==> images/wires.png <==
Two of the layers only.
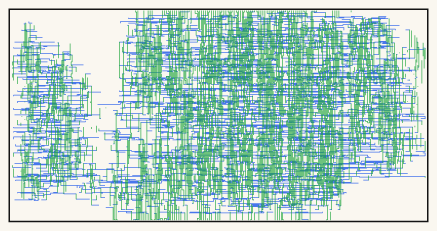
==> images/clocks.png <==
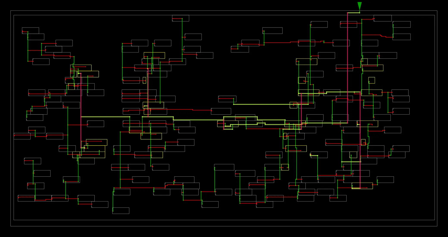
==> images/detail.png <==
Region (27, 51) to (67, 91) um. Cells in gray, sequential cells in the stronger gray; small squares are vias.
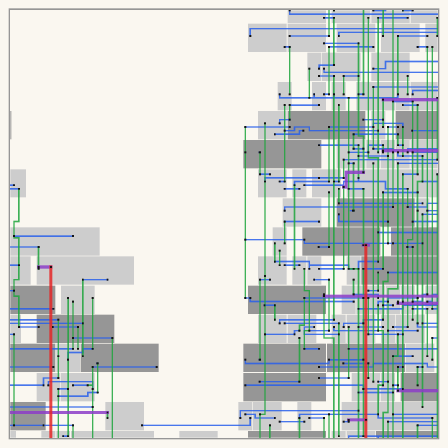
==> images/flops_by_reg.png <==
The bar under the picture is 50 um long. Other sequential cells in the stronger gray, the rest of the logic in the fainter gray.
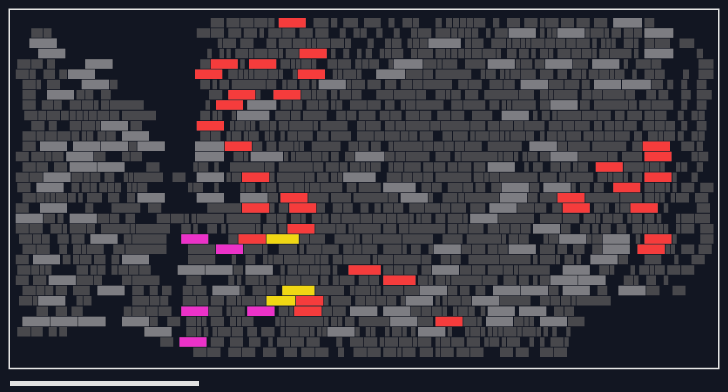
Design writeback_stage, sky130hd; sources not shown.
==> deck_impl_summary.md <==
Implementation Results

Clock network
  • Worst-path clk slew: 0.06 ns
  • TritonCTS clock tree: done
  • CTS HTree Levels: 4
  • CTS buffer count: 17
  • CTS max path bufs: 2
  • CTS root buf: clkbuf_16
  • Hold Buf Count CTS: 0

Final timing
  • RSZ-0062 raised after global routing: yes
  • Max Freq: 0.387 GHz
  • Crit share post-route: 123%
  • Final worst slack: -0.484 ns
  • Worst Tran Pin Value: 0.634 ns
  • Pins Over Slew Limit: 0
  • Final Hold Viols: 0
  • Final setup vio count: 64
  • Minimum clock period after layout: 2.58 ns
  • Slew headroom: 57.7%

Critical path
  • Reg2Reg Depth: 5
  • Worst path max stage delay: 0.38 ns
  • Crit. End Element: output port
  • Worst path arrival time: 2.27 ns
  • Crit Path Category: reg -> out
  • Worst Path Max Fanout: 3
  • Startpoint class of the critical path: flip-flop
  • CP Cell Sequence: nand2_4 > nor4_4 > buf_4 > buf_6 > nand4_1 > xor2_1 > o211ai_1 > buf_2
  • Data required, critical path: 1.78 ns

Pwr
  • Worst VDD drop: 0.000688 V
  • Static Leakage: 0.00488 uW

GRT
  • Initial antenna violation count: 0
  • Largest net degree at the start of global routing: 74
  • Remaining Overflow, GRT: 0
  • Global-route wire length before repair: 43.1 mm
  • GRT Overall Usage: 31.3%
  • Number of global-route vias before repair: 8055

Synthesis
  • Syn_area_per_cell: 8.21 um^2
  • EDFF count, synth: 0
  • Yosys top cell by instances: nand2_1
  • Area leader share: 37.2%
  • Post-synthesis instance total: 916
  • YS chip area: 7520 um^2
  • Ys async rst share: 0%
  • Most used DFF post-synth: dfxtp_1
  • Post-Syn Area: 7520 um^2
  • Top cells by count, synth: nand2_1 (247), dfxtp_1 (140), a21boi_0 (108)
  • Cell type with the largest total area: dfxtp_1
  • Seq cells post-synth: 140
  • Synth Seq Share: 37.2%
  • Synth cell types: 56
  • Cell count in the Yosys report: 916

Floorplan
  • Fp util: 45.4%
  • Site Rows: 33
  • Die height: 94.5 um
  • Die ar.: 17700 um^2
  • Core ar.: 16600 um^2

Min path
  • Hold Crit Class: in -> reg
  • WHS Path Cells: 3

Flow run
  • Count of tool warnings: 28
  • Max-cap violations: 0

Detailed routing
  • Drt pass-1 iters: 5
  • Via-to-Cell Ratio: 5.67
  • Residual DRC: 0
  • Initial DRC Count: 712
  • Post-route antenna net violation count: 0

Placement
  • Final Wtd Congestion: 1.00
  • Dpl ws: -0.497 ns
  • DP HPWL: 18.9 mm
  • Dpl cells: 1404
  • IO Port Bufs: 219

Outcome
  • Status: complete, but fails checks
  • Violated checks: setup timing

Layout
  • Share of cells above drive strength 1: 33.5%
  • Diodes inserted: 0
  • Area growth syn-to-layout: 62.5%
  • Nets: 1355
  • Post-Layout Cell Count: 1481
-- wires.png (at the start) --
- blue: metal 1 (wire length 11900 um)
- green: metal 2 (wire length 13800 um)
Avg WL per Cell: 19.9 um
drt total wl: 29.4 mm

-- clocks.png (at the start) --
clk pwr: 2930 uW
insertion delay at the late pin of the worst-skew pair: 0.43 ns
clock skew: 0.00826 ns
# clock sinks: 140
CLK BUF: 20

-- detail.png (at the start) --
- blue: metal 1
- red: metal 4
- purple: metal 3
- green: metal 2
- cells with their middle in the window: 73
- most frequent: nand2_1 (23), a21boi_0 (12)
- sequential cells in the window: 15

-- flops_by_reg.png (at the start) --
- yellow: r_ldtype (placed flops 3)
- magenta: RW (placed flops 5; where bottom left)
- red: r_alu (placed flops 32)
Final Util: 73.9%
Seq area share: 23.3%
sequential standard cell area: 2850 um^2
Power Sequential: 2840 uW

[logic make-up (layout without fill, tap and decap cells)]
logic type | after synthesis | count (layout) | synth area share (%)
multiplexers | 22 | 22 | 3.96
AND-OR/OR-AND | 193 | 193 | 18.8
adder cells (fa/ha/maj) | 2 | 2 | 0.333
AND/OR/NAND/NOR | 402 | 402 | 26.1
flip-flops | 140 | 140 | 37.2
XOR/XNOR | 54 | 54 | 6.29
buffers and inverters | 103 | 441 | 7.25
[through the flow]
step | setup TNS (ns) | power (uW) | cell area [um^2] | hold WS [ns]
after global placement | -20.04 | 3910 | 10600 | 0.452
after global routing | -25.85 | 7150 | 12200 | 0.452
after floorplan | 0 | 3310 | 7520 | 0.391
after detailed placement | -23.32 | 3930 | 10600 | 0.459
after CTS | -18.08 | 6860 | 11900 | 0.442
final | -21.97 | 6970 | 12200 | 0.439
[layer usage]
layer  vias to the layer above  GRT usage (%)  share of wire, %
li1                       3767              -                 -
met1                      4069           40.0                40
met2                       449           52.3                47
met3                       105           6.21               9.0
met4                         0           12.6               3.8
met5                         -              0                 0
[cells in the final DEF (no fill, tap or decap), drive strengths merged, types with 18 or more instances in the layout]
master | Yosys | layout
nand2 | 248 | 248
a22oi | 20 | 20
a21boi | 109 | 109
nand3 | 26 | 26
xnor2 | 33 | 33
xor2 | 21 | 21
nand4 | 18 | 18
and2 | 28 | 28
clkbuf | 47 | 20
dfxtp | 140 | 140
nor2 | 18 | 18
clkdlybuf4s50 | 0 | 152
buf | 51 | 250
[repair_timing]
action / CTS / global route
buffers inserted: 39 / 16
cloned: 1 / 0
pin swaps: 74 / 40
endpoints found under the setup margin: 66 / 64
resized: 422 / 49
[power breakdown]
part           internal, uW  total (uW)  switching, uW
Combinational           646        1200            554
Clock                  1670        2930           1260
Sequential             2750        2840           92.4
[layout make-up]
cell class                 count  area, um^2
clock buffer                  20         447
clock inverter                12         116
fill                        1081        4330
inverter                       5        18.8
multi-input combinational    673        4960
sequential                   140        2850
tap                          227         284
timing repair buffer         404        3560
[critical path: cells and delay by family, from the launching register on]
kind / cells / cell delay (ns)
AND/OR/NAND/NOR: 3 / 0.53
AND-OR/OR-AND: 1 / 0.23
buffers and inverters: 3 / 0.48
XOR/XNOR: 1 / 0.22
flip-flops: 1 / 0.38
Power figures rest on the tool's default switching activity, not on a simulated workload.
